### config.mk
export PLATFORM = sky130hd
export DESIGN_NAME = ctrl_sequencer_flat
export DESIGN_NICKNAME = d
export VERILOG_FILES = /design/src/rtl/ctrl_sequencer_if.sv /design/src/rtl/ctrl_sequencer.sv /design/src/flat_wrapper.sv
export SDC_FILE = /design/constraint.sdc
export NUM_CORES = 1
export LEC_CHECK = 0
export ABC_AREA = 1
export CAP_MARGIN = 40
export CORE_ASPECT_RATIO = 0.9
export CORE_MARGIN = 10
export CORE_UTILIZATION = 34
export CTS_BUF_LIST = sky130_fd_sc_hd__clkbuf_16
export CTS_CLUSTER_SIZE = 40
export DETAILED_ROUTE_END_ITERATION = 6
export PLACE_DENSITY = 0.83
export SLEW_MARGIN = 20
export SYNTH_ARGS = -nofsm -noshare
export SYNTH_HDL_FRONTEND = slang
export SYNTH_SLANG_ARGS = --single-unit
### constraint.sdc
create_clock -name clk -period 2.75 [get_ports clk]
set_clock_uncertainty 0.05 [all_clocks]
set_input_delay 0.4125 -clock clk [delete_from_list [all_inputs] [get_ports clk]]
set_output_delay 0.4125 -clock clk [all_outputs]
set_load 0.01 [all_outputs]
### src/rtl/ctrl_sequencer_if.sv
// Control bundle between the instruction sequencer and the CPU datapath.
// The sequencer (master) drives every control strobe; the datapath (slave) returns IR and CON.
interface ctrl_sequencer_if;
  localparam int unsigned IR_W  = 32;
  localparam int unsigned RX_W  = 16;
  localparam int unsigned ALU_W = 5;

  logic [IR_W-1:0]  IR_Data;
  logic             CON_out;

  logic             PC_out;
  logic             Zhigh_out;
  logic             Zlow_out;
  logic             MDR_out;
  logic             C_out;

  logic             PC_in;
  logic             IR_in;
  logic             Y_in;
  logic             Z_in;
  logic             MAR_in;
  logic             MDR_in;
  logic             IncPC;
  logic             CON_in;

  logic             Read;

  logic             Gra;
  logic             Grb;
  logic             Grc;
  logic             Rin;
  logic             Rout;

  logic [RX_W-1:0]  RX_in_man;
  logic [ALU_W-1:0] alu_instruction_bits;
  logic             run;

  modport master (
    input  IR_Data, CON_out,
    output PC_out, Zhigh_out, Zlow_out, MDR_out, C_out,
    output PC_in, IR_in, Y_in, Z_in, MAR_in, MDR_in, IncPC, CON_in,
    output Read, Gra, Grb, Grc, Rin, Rout,
    output RX_in_man, alu_instruction_bits, run
  );

  modport slave (
    output IR_Data, CON_out,
    input  PC_out, Zhigh_out, Zlow_out, MDR_out, C_out,
    input  PC_in, IR_in, Y_in, Z_in, MAR_in, MDR_in, IncPC, CON_in,
    input  Read, Gra, Grb, Grc, Rin, Rout,
    input  RX_in_man, alu_instruction_bits, run
  );
endinterface

### src/rtl/ctrl_sequencer.sv
// Moore control sequencer: fetch (T0-T2), then opcode-dependent execute (T3-T6).
// Outputs decode from the state register; the T3 opcode is captured so later steps ignore IR changes.
module ctrl_sequencer (
  input  logic             clk,
  input  logic             clr,
  ctrl_sequencer_if.master bus
);
  localparam int unsigned OP_W = 5;

  localparam logic [OP_W-1:0] OP_RFIRST = OP_W'(3);
  localparam logic [OP_W-1:0] OP_RLAST  = OP_W'(11);
  localparam logic [OP_W-1:0] OP_BR     = OP_W'(19);
  localparam logic [OP_W-1:0] OP_JR     = OP_W'(20);
  localparam logic [OP_W-1:0] OP_JAL    = OP_W'(21);
  localparam logic [OP_W-1:0] OP_HALT   = OP_W'(27);
  localparam logic [OP_W-1:0] ALU_ADD   = OP_W'(3);

  typedef enum logic [3:0] {
    S_RST, S_T0, S_T1, S_T2, S_T3, S_T4, S_T5, S_T6, S_HALT
  } state_t;

  state_t          state;
  logic [OP_W-1:0] op_q;
  logic [OP_W-1:0] op_live;
  logic            unused_ir;

  assign op_live   = bus.IR_Data[31:27];
  assign unused_ir = ^bus.IR_Data[26:0];

  function automatic logic is_rtype(input logic [OP_W-1:0] op);
    return (op >= OP_RFIRST) && (op <= OP_RLAST);
  endfunction

  // State register and next-state; opcode is frozen at T3 for the remaining execute steps.
  always_ff @(posedge clk or posedge clr) begin
    if (clr) begin
      state <= S_RST;
      op_q  <= '0;
    end else begin
      case (state)
        S_RST: state <= S_T0;
        S_T0:  state <= S_T1;
        S_T1:  state <= S_T2;
        S_T2:  state <= S_T3;
        S_T3: begin
          op_q <= op_live;
          if (is_rtype(op_live) || op_live == OP_JAL || op_live == OP_BR)
            state <= S_T4;
          else if (op_live == OP_HALT)
            state <= S_HALT;
          else
            state <= S_T0;
        end
        S_T4:  state <= (is_rtype(op_q) || op_q == OP_BR) ? S_T5 : S_T0;
        S_T5:  state <= (op_q == OP_BR) ? S_T6 : S_T0;
        S_T6:  state <= S_T0;
        S_HALT: state <= S_HALT;
        default: state <= S_RST;
      endcase
    end
  end

  // Control decode; anything not set for a state stays low.
  always_comb begin
    bus.PC_out               = 1'b0;
    bus.Zhigh_out            = 1'b0;
    bus.Zlow_out             = 1'b0;
    bus.MDR_out              = 1'b0;
    bus.C_out                = 1'b0;
    bus.PC_in                = 1'b0;
    bus.IR_in                = 1'b0;
    bus.Y_in                 = 1'b0;
    bus.Z_in                 = 1'b0;
    bus.MAR_in               = 1'b0;
    bus.MDR_in               = 1'b0;
    bus.IncPC                = 1'b0;
    bus.CON_in               = 1'b0;
    bus.Read                 = 1'b0;
    bus.Gra                  = 1'b0;
    bus.Grb                  = 1'b0;
    bus.Grc                  = 1'b0;
    bus.Rin                  = 1'b0;
    bus.Rout                 = 1'b0;
    bus.RX_in_man            = '0;
    bus.alu_instruction_bits = '0;
    bus.run                  = (state != S_RST) && (state != S_HALT);

    case (state)
      S_T0: begin
        bus.PC_out = 1'b1;
        bus.MAR_in = 1'b1;
        bus.IncPC  = 1'b1;
        bus.Z_in   = 1'b1;
      end
      S_T1: begin
        bus.Zlow_out = 1'b1;
        bus.PC_in    = 1'b1;
        bus.Read     = 1'b1;
        bus.MDR_in   = 1'b1;
      end
      S_T2: begin
        bus.MDR_out = 1'b1;
        bus.IR_in   = 1'b1;
      end
      S_T3: begin
        if (is_rtype(op_live)) begin
          bus.Grb  = 1'b1;
          bus.Rout = 1'b1;
          bus.Y_in = 1'b1;
        end else if (op_live == OP_JR) begin
          bus.Gra   = 1'b1;
          bus.Rout  = 1'b1;
          bus.PC_in = 1'b1;
        end else if (op_live == OP_JAL) begin
          bus.PC_out    = 1'b1;
          bus.RX_in_man = 16'h8000;
        end else if (op_live == OP_BR) begin
          bus.Gra    = 1'b1;
          bus.Rout   = 1'b1;
          bus.CON_in = 1'b1;
        end
      end
      S_T4: begin
        if (is_rtype(op_q)) begin
          bus.Grc                  = 1'b1;
          bus.Rout                 = 1'b1;
          bus.Z_in                 = 1'b1;
          bus.alu_instruction_bits = op_q;
        end else if (op_q == OP_JAL) begin
          bus.Gra   = 1'b1;
          bus.Rout  = 1'b1;
          bus.PC_in = 1'b1;
        end else if (op_q == OP_BR) begin
          bus.PC_out = 1'b1;
          bus.Y_in   = 1'b1;
        end
      end
      S_T5: begin
        if (is_rtype(op_q)) begin
          bus.Zlow_out = 1'b1;
          bus.Gra      = 1'b1;
          bus.Rin      = 1'b1;
        end else if (op_q == OP_BR) begin
          bus.C_out                = 1'b1;
          bus.Z_in                 = 1'b1;
          bus.alu_instruction_bits = ALU_ADD;
        end
      end
      S_T6: begin
        // Branch commit: Z holds PC+C, loaded only when the condition held.
        bus.Zlow_out = 1'b1;
        bus.PC_in    = bus.CON_out;
      end
      default: ;
    endcase
  end
endmodule

### src/flat_wrapper.sv
// flat-port wrapper written by rule: the top's interface ports become plain ports
module ctrl_sequencer_flat 
  (clk, clr, bus_IR_Data, bus_CON_out, bus_PC_out, bus_Zhigh_out, bus_Zlow_out, bus_MDR_out, bus_C_out, bus_PC_in, bus_IR_in, bus_Y_in, bus_Z_in, bus_MAR_in, bus_MDR_in, bus_IncPC, bus_CON_in, bus_Read, bus_Gra, bus_Grb, bus_Grc, bus_Rin, bus_Rout, bus_RX_in_man, bus_alu_instruction_bits, bus_run);
  ctrl_sequencer_if bus_i ();
  input  logic clk;
  input  logic clr;
  input wire logic [$bits(bus_i.IR_Data)-1:0] bus_IR_Data;
  input wire logic [$bits(bus_i.CON_out)-1:0] bus_CON_out;
  output wire logic [$bits(bus_i.PC_out)-1:0] bus_PC_out;
  output wire logic [$bits(bus_i.Zhigh_out)-1:0] bus_Zhigh_out;
  output wire logic [$bits(bus_i.Zlow_out)-1:0] bus_Zlow_out;
  output wire logic [$bits(bus_i.MDR_out)-1:0] bus_MDR_out;
  output wire logic [$bits(bus_i.C_out)-1:0] bus_C_out;
  output wire logic [$bits(bus_i.PC_in)-1:0] bus_PC_in;
  output wire logic [$bits(bus_i.IR_in)-1:0] bus_IR_in;
  output wire logic [$bits(bus_i.Y_in)-1:0] bus_Y_in;
  output wire logic [$bits(bus_i.Z_in)-1:0] bus_Z_in;
  output wire logic [$bits(bus_i.MAR_in)-1:0] bus_MAR_in;
  output wire logic [$bits(bus_i.MDR_in)-1:0] bus_MDR_in;
  output wire logic [$bits(bus_i.IncPC)-1:0] bus_IncPC;
  output wire logic [$bits(bus_i.CON_in)-1:0] bus_CON_in;
  output wire logic [$bits(bus_i.Read)-1:0] bus_Read;
  output wire logic [$bits(bus_i.Gra)-1:0] bus_Gra;
  output wire logic [$bits(bus_i.Grb)-1:0] bus_Grb;
  output wire logic [$bits(bus_i.Grc)-1:0] bus_Grc;
  output wire logic [$bits(bus_i.Rin)-1:0] bus_Rin;
  output wire logic [$bits(bus_i.Rout)-1:0] bus_Rout;
  output wire logic [$bits(bus_i.RX_in_man)-1:0] bus_RX_in_man;
  output wire logic [$bits(bus_i.alu_instruction_bits)-1:0] bus_alu_instruction_bits;
  output wire logic [$bits(bus_i.run)-1:0] bus_run;
  assign bus_i.IR_Data = bus_IR_Data;
  assign bus_i.CON_out = bus_CON_out;
  assign bus_PC_out = bus_i.PC_out;
  assign bus_Zhigh_out = bus_i.Zhigh_out;
  assign bus_Zlow_out = bus_i.Zlow_out;
  assign bus_MDR_out = bus_i.MDR_out;
  assign bus_C_out = bus_i.C_out;
  assign bus_PC_in = bus_i.PC_in;
  assign bus_IR_in = bus_i.IR_in;
  assign bus_Y_in = bus_i.Y_in;
  assign bus_Z_in = bus_i.Z_in;
  assign bus_MAR_in = bus_i.MAR_in;
  assign bus_MDR_in = bus_i.MDR_in;
  assign bus_IncPC = bus_i.IncPC;
  assign bus_CON_in = bus_i.CON_in;
  assign bus_Read = bus_i.Read;
  assign bus_Gra = bus_i.Gra;
  assign bus_Grb = bus_i.Grb;
  assign bus_Grc = bus_i.Grc;
  assign bus_Rin = bus_i.Rin;
  assign bus_Rout = bus_i.Rout;
  assign bus_RX_in_man = bus_i.RX_in_man;
  assign bus_alu_instruction_bits = bus_i.alu_instruction_bits;
  assign bus_run = bus_i.run;
  ctrl_sequencer u_core (.clk(clk), .clr(clr), .bus(bus_i));
endmodule
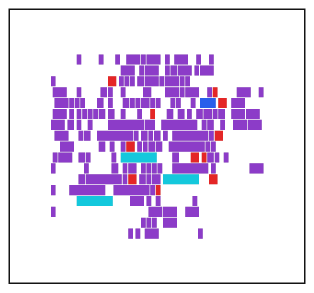
**Above:** run 1 (cells by drive strength).
Drawn at 4 px/um.
- blue: x3 and x4 (cells 1; share 0.58%)
- purple: x1 and smaller (cells 156; share 91%)
- red: x2 (cells 11; share 6.4%)
- cyan: x6 and larger (cells 3; share 1.8%)
Layout area overhead: 36.9%
final worst slack: 0.226 ns
Non-clk bufs: 31

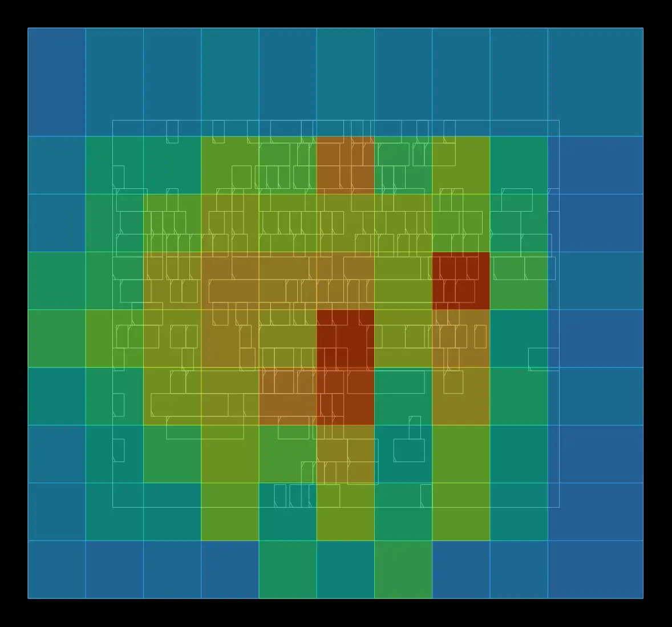
**Above:** run 1 (track usage over the die).
met1 Use GR: 0.0983
utilization after layout: 0.486
GR Util met3: 0.0448
GRT busiest layer: met2
DR WL/cell: 11.5 um

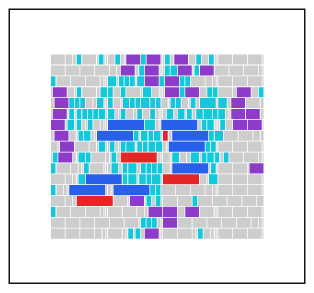
**Above:** run 1 (placed cells, one colour a class).
Drawn at 4 px/um. Fill, decap, tap and diode cells in grey.
- cyan: remaining logic cells (cells 127; share of their area 47%)
- blue: registers (cells 9; share of their area 19%)
- purple: remaining buffers and delay cells (cells 31; share of their area 27%)
- red: clock drivers and dummy loads (cells 4; share of their area 6.8%)

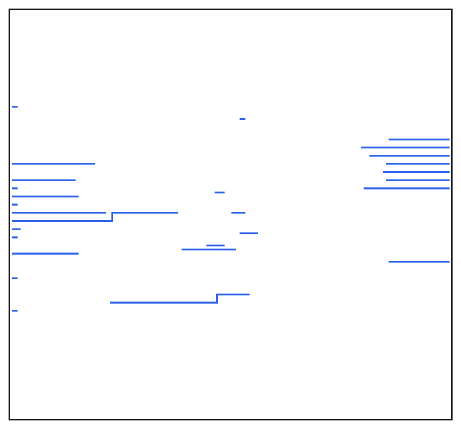
**Above:** run 1 (signal wires on met3).
Drawn at 6 px/um.
- wire length on this layer: 231 um
- share of all routed wire: 10%
- main direction: horizontal
- longest straight run: 17.7 um
routed wire length: 2290 um
routed via count: 874

==> flow_summary.json, run 1 <==
{
  "io_buffers": 31,
  "swShare": 0.407,
  "rsz0062_at_grt": "no",
  "cts_inserted_buffers": 3,
  "grt_pass1_wl_um": 3570,
  "finalClockPeriodUsage": 0.918,
  "clock-sinks": 9,
  "irDropWorstVdd_mv": 0.661,
  "p_clk_frac": 0.225,
  "cp_cell_sequence": "clkdlybuf4s50_1, nand2_1, nor2_1, nand2_1, nor2_1, nor2_1, nand3_1, clkdlybuf4s50_1",
  "p_switching_w": 0.000450,
  "logic_area_um2": 459,
  "ys_cells": 141,
  "drt_iter0_markers": 25,
  "critPathMostFrequentCell": "nor2_1",
  "clock_latency_ns": 0.23,
  "worst-setup-path-type": "in -> out",
  "dp_hpwl_um": 1970,
  "cts_resized": 0,
  "p_seq_w": 0.000252,
  "dr_wl_met2_um": 1120,
  "fp.dieH_um": 68.2,
  "final_layout_size_suffix_gt1_frac": 0.0877,
  "nNetsFinal": 207,
  "period_minus_slack_ns": 2.52,
  "critical-path-top-delay-family": "buffers and inverters",
  "setup_tns_ns": 0,
  "ys_ff": 9,
  "arrival_ns": 2.06,
  "crit_required_ns": 2.29,
  "cp_slowest_stage_delay_ns": 0.54,
  "place_worst_setup_slack_ns": 0.222,
  "startpoint_type": "input pin",
  "power_leader": "combinational cells",
  "regArea_um2": 225,
  "num_antenna_cells": 0,
  "crit_path_end_kind": "output port",
  "p_comb_frac": 0.548,
  "grtUsageTotal": 0.0877,
  "p_leak_nw": 0.621,
  "setup_viol": 0,
  "grt_max_degree": 14,
  "dieArea_um2": 5010,
  "final_area_um2": 1200,
  "top_layer_used": "met4",
  "hold_class": "in -> async",
  "viasPerCell": 4.39,
  "drc": 0,
  "worstRegToRegCells": 6,
  "postCtsHoldBufs": 0,
  "slew_viol_final": 0,
  "cp_slowest_cell": "clkdlybuf4s50_1",
  "r2r_setup_slack_ns": 1.42,
  "grt_pass1_vias": 829,
  "pin_count": 76,
  "seq_power_share": 0.228,
  "lay_top_count": "clkdlybuf4s50_1",
  "rows": 17,
  "p_int_w": 0.000657,
  "ys_area_um2": 876,
  "syn_area_um2": 876,
  "crit_buf_inv": 2,
  "syn_area_per_cell_um2": 6.21,
  "outcome": "completed",
  "power_density_nw_per_um2": 924,
  "timing.fmax_ghz": 0.396,
  "core_um2": 2470,
  "synth_warnings": 0,
  "ys_seq_frac": 0.257,
  "clockRootBuffer": "clkbuf_16",
  "die_w_um": 73.5,
  "tool_warnings": 53,
  "drtAntennaViolNets": 0,
  "lay_top_cells": "clkdlybuf4s50_1 (31), nand2_1 (27), inv_1 (21)",
  "path_depth": 8,
  "cap_violations": 0,
  "syn_inst": 141,
  "hold_viol": 0,
  "pg_clk_w": 0.000249,
  "antenna_found_initial": 0,
  "pg_comb_w": 0.000607,
  "tritoncts": "built",
  "ys_types": 19,
  "wl_met1_um": 919,
  "cp_max_fo": 3,
  "drt_pre_antenna_iters": 4,
  "met3_length_um": 230,
  "num-fill-cells": 260,
  "htreeDepth": 1,
  "grt_overflow": 0,
  "fp_util": 0.355,
  "power_w": 0.00111,
  "place_congestion": 0.833,
  "clockBufferDepth": 2,
  "postCtsSetupBuffers": 0,
  "dpl_cell_area_um2": 1120,
  "clk_pin_slew_worst_paths_ns": 0.04
}
[run 1: synthesized netlist by cell type]
master	instances	area share
nand2_1	27	0.12
buf_4	20	0.17
inv_1	20	0.086
nor2_1	20	0.086
nand3_1	15	0.086
dfrtp_1	9	0.26
o21ai_0	6	0.034
inv_2	4	0.017
nor2_2	4	0.029
nand2_2	3	0.021
a21oi_1	2	0.011
nand4_1	2	0.014
nor3_1	2	0.011
o22ai_1	2	0.014
buf_6	1	0.013
conb_1	1	0.0043
nand3b_1	1	0.0086
nor2_4	1	0.013
or2_1	1	0.0071
[run 1: registers in the layout (all words and copies together) (netlist names)]
name          flops
u_core.op_q       5
u_core.state      4
[run 1: final timing paths]
kind | startpoint | to
setup / recovery | bus_IR_Data[28] | bus_Gra
hold / removal | clr | u_core.op_q[4]
setup reg to reg | u_core.state[2] | u_core.state[2]
hold reg to reg | u_core.op_q[0] | u_core.op_q[0]
max in group asynchronous | clr | u_core.state[0]
min in group clk | u_core.op_q[0] | u_core.op_q[0]
[run 1: through the flow]
stage	hold slack, ns	std cells
finish	0.387	199
global route	0.429	199
CTS	0.407	199
detailed placement	0.473	195
global placement	0.453	195
floorplan	0.190	157
[run 1: kinds of logic after synthesis]
logic type             Yosys count  synth area share
buffers and inverters           45             0.287
and+or+nand+nor                 76             0.391
other                            1           0.00428
DFF                              9             0.257
AOI/OAI and AO/OA               10            0.0600
[run 1: layer usage]
layer,global-route usage,vias up
met5,0,-
met4,0.0209,0
met3,0.0448,2
met2,0.146,33
met1,0.0983,384
li1,-,455
[run 1: final cells by class]
cell class / count / share of cell area
Inverter: 24 / 0.0752
Sequential cell: 9 / 0.188
Clock inverter: 1 / 0.00313
Multi-Input combinational cell: 103 / 0.383
Timing Repair Buffer: 31 / 0.259
Tap cell: 28 / 0.0292
Clock buffer: 3 / 0.0626
==> run 1 -> run 2 <==
--- a/config.mk
+++ b/config.mk
@@ -8,7 +8,7 @@
 export ABC_AREA = 1
 export CAP_MARGIN = 40
 export CORE_ASPECT_RATIO = 0.9
-export CORE_MARGIN = 10
+export CORE_MARGIN = 5
 export CORE_UTILIZATION = 34
 export CTS_BUF_LIST = sky130_fd_sc_hd__clkbuf_16
 export CTS_CLUSTER_SIZE = 40
==> flow_summary.json, run 2 <==
{
  "ys_ff": 9,
  "dp_hpwl_um": 1810,
  "crit_path_end_kind": "output port",
  "power_w": 0.00111,
  "swShare": 0.408,
  "drt_iter0_markers": 15,
  "clock-sinks": 9,
  "postCtsSetupBuffers": 0,
  "setup_slack_ns": 0.212,
  "ys_types": 19,
  "critPathMostFrequentCell": "nor2_1",
  "lay_top_cells": "clkdlybuf4s50_1 (31), nand2_1 (27), inv_1 (21)",
  "clk_pin_slew_worst_paths_ns": 0.04,
  "ys_area_um2": 876,
  "cts_inserted_buffers": 3,
  "syn_area_per_cell_um2": 6.21,
  "crit_buf_inv": 3,
  "setup_tns_ns": 0,
  "ys_cells": 141,
  "core_um2": 2470,
  "pin_count": 76,
  "grt_overflow": 0,
  "power_density_nw_per_um2": 927,
  "drtAntennaViolNets": 0,
  "wirelength_um": 2170,
  "arrival_ns": 2.08,
  "num-fill-cells": 260,
  "grt_pass1_vias": 846,
  "hold_viol": 0,
  "final_layout_size_suffix_gt1_frac": 0.0877,
  "cap_violations": 0,
  "edf_count": 0,
  "cp_slowest_stage_delay_ns": 0.53,
  "htreeDepth": 1,
  "nNetsFinal": 207,
  "cp_cell_sequence": "clkdlybuf4s50_1, inv_1, nor2_1, nand3_1, nor2_1, nor2_1, nand2_1, clkdlybuf4s50_1",
  "drt_pre_antenna_iters": 5,
  "place_worst_setup_slack_ns": 0.237,
  "synth_top_cell_by_count": "nand2_1",
  "outcome": "completed",
  "finalClockPeriodUsage": 0.923,
  "cts_resized": 0,
  "p_comb_frac": 0.542,
  "worst-setup-path-type": "in -> out",
  "slew_viol_final": 0,
  "top_area_frac": 0.257,
  "p_int_w": 0.000657,
  "rows": 17,
  "die_w_um": 63.5,
  "tool_warnings": 53,
  "top_regs": "u_core.op_q x5, u_core.state x4",
  "synthArstFlopShare": 1.00,
  "fp_util": 0.355,
  "irDropWorstVdd_mv": 0.537,
  "io_buffers": 31,
  "grt_max_degree": 14,
  "place_congestion": 0.830,
  "largest-register": "u_core.op_q",
  "num_antenna_cells": 0,
  "top_area_cell": "dfrtp_1",
  "crit_start": "bus_IR_Data[29]",
  "drc": 0,
  "synthToLayoutAreaGrowth_pct": 36.9,
  "fp.dieH_um": 58.2,
  "viasPerCell": 4.51,
  "p_clk_frac": 0.230,
  "seq_power_share": 0.228,
  "grt_pass1_wl_um": 3530,
  "startpoint_type": "input pin",
  "fin_util": 0.486,
  "ys_seq_frac": 0.257,
  "p_leak_nw": 0.621,
  "timing.fmax_ghz": 0.394,
  "synth_warnings": 0,
  "p_switching_w": 0.000454,
  "crit_required_ns": 2.29,
  "clockBufferDepth": 2,
  "setup_viol": 0,
  "cp_slowest_cell": "clkdlybuf4s50_1",
  "hold_class": "in -> async",
  "rr_startpoint": "u_core.state[2]",
  "syn_inst": 141,
  "clock_latency_ns": 0.24,
  "synthFlopType": "dfrtp_1",
  "period_minus_slack_ns": 2.54,
  "post-place-cells": 195,
  "cp_max_fo": 3,
  "critical-path-top-delay-family": "buffers and inverters",
  "antenna_found_initial": 0,
  "tritoncts": "built",
  "vias": 897,
  "ys_top_cells_by_area": "dfrtp_1 (26%), buf_4 (17%), nand2_1 (12%)",
  "rsz0062_at_grt": "no",
  "largest_reg_flops": 5,
  "dieArea_um2": 3690,
  "postCtsHoldBufs": 0,
  "clockRootBuffer": "clkbuf_16",
  "syn_area_um2": 876,
  "ys_top_cells_by_count": "nand2_1 (27), buf_4 (20), inv_1 (20), nor2_1 (20), nand3_1 (15)"
}
run 2: metrics by stage:
| stage | hold slack, ns | instance area, um2 |
|---|---|---|
| 3_3_place_gp | 0.451 | 1120 |
| 3_5_place_dp | 0.479 | 1120 |
| 6_report | 0.395 | 1200 |
| 4_1_cts | 0.409 | 1200 |
| 5_1_grt | 0.438 | 1200 |
| 2_1_floorplan | 0.190 | 936 |
run 2: path summary, 6_finish.rpt:
kind                              endpoint  slack (ns)  cells after the start
setup / recovery                bus_PC_out        0.21                      8
hold / removal             u_core.state[2]        0.39                      2
setup reg to reg           u_core.state[2]        1.42                      6
hold reg to reg            u_core.state[3]        0.48                      2
max in group asynchronous   u_core.op_q[2]        2.00                      2
min in group clk           u_core.state[3]        0.48                      2
run 2: cells by family (layout without fill, tap and decap cells):
logic type / count (synthesis) / count (layout) / synth area share
simple gates: 76 / 76 / 0.391
buf+inv: 45 / 59 / 0.287
compound gates: 10 / 10 / 0.0600
flops: 9 / 9 / 0.257
other cells: 1 / 17 / 0.00428
run 2: final cells by class:
class | instances | area, um2 | share of cell area
multi-input cells | 103 | 459 | 0.383
well taps | 28 | 35.0 | 0.0292
clock inverters | 1 | 3.75 | 0.00313
inverters | 24 | 90.1 | 0.0752
clock buffers | 3 | 75.1 | 0.0626
flip-flops and latches | 9 | 225 | 0.188
repair buffers | 31 | 310 | 0.259
run 2: power groups by stage:
stage	Clock, W	Sequential [W]	Combinational [W]
6_report	0.000256	0.000253	0.000602
5_1_grt	0.000269	0.000264	0.000675
2_1_floorplan	0	0.000239	0.000399
3_5_place_dp	0	0.000254	0.000604
4_1_cts	0.000261	0.000252	0.000606
3_3_place_gp	0	0.000248	0.000594
run 2: layer usage:
metal	wire length (um)	global-route usage
met5	0	0
met4	25	0.0504
met3	187	0.0465
met2	1090	0.209
met1	868	0.130
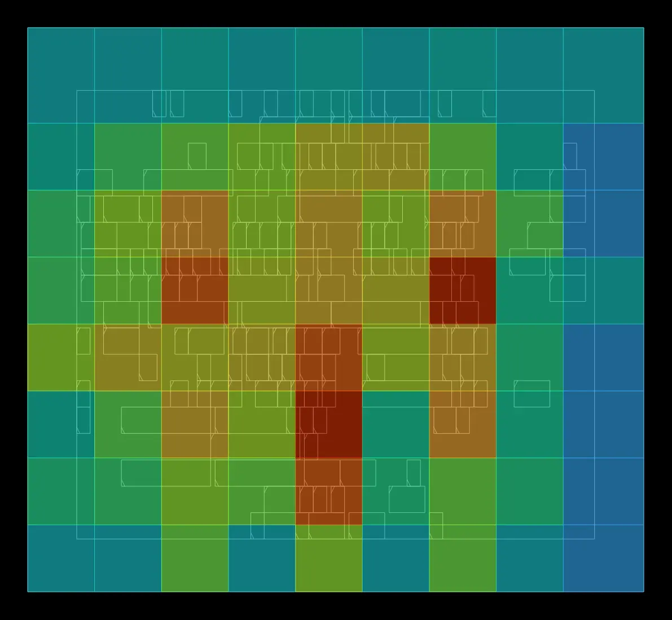
**Above:** run 2 (track usage over the die).
met2 usage in global routing: 0.209
GR Util met3: 0.0465
DR WL/cell: 10.9 um
GRT Total Usage: 0.120
met1 Use GR: 0.130

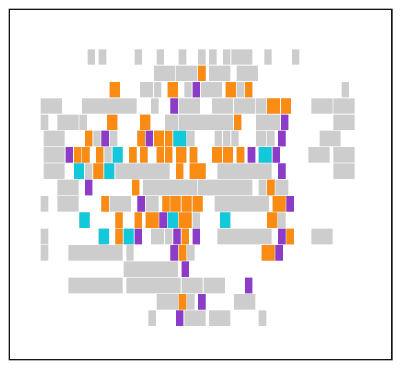
**Above:** run 2 (logic cells by family).
Drawn at 6 px/um.
- cyan: aoi and oai cells (cells 10)
- purple: inv cells (cells 24)
- orange: nand cells (cells 48)
most common logic cell in the routed design: clkdlybuf4s50_1
logic share of the area: 0.383
final non-filler cell total: 199

Power and IR drop assume default switching activity.
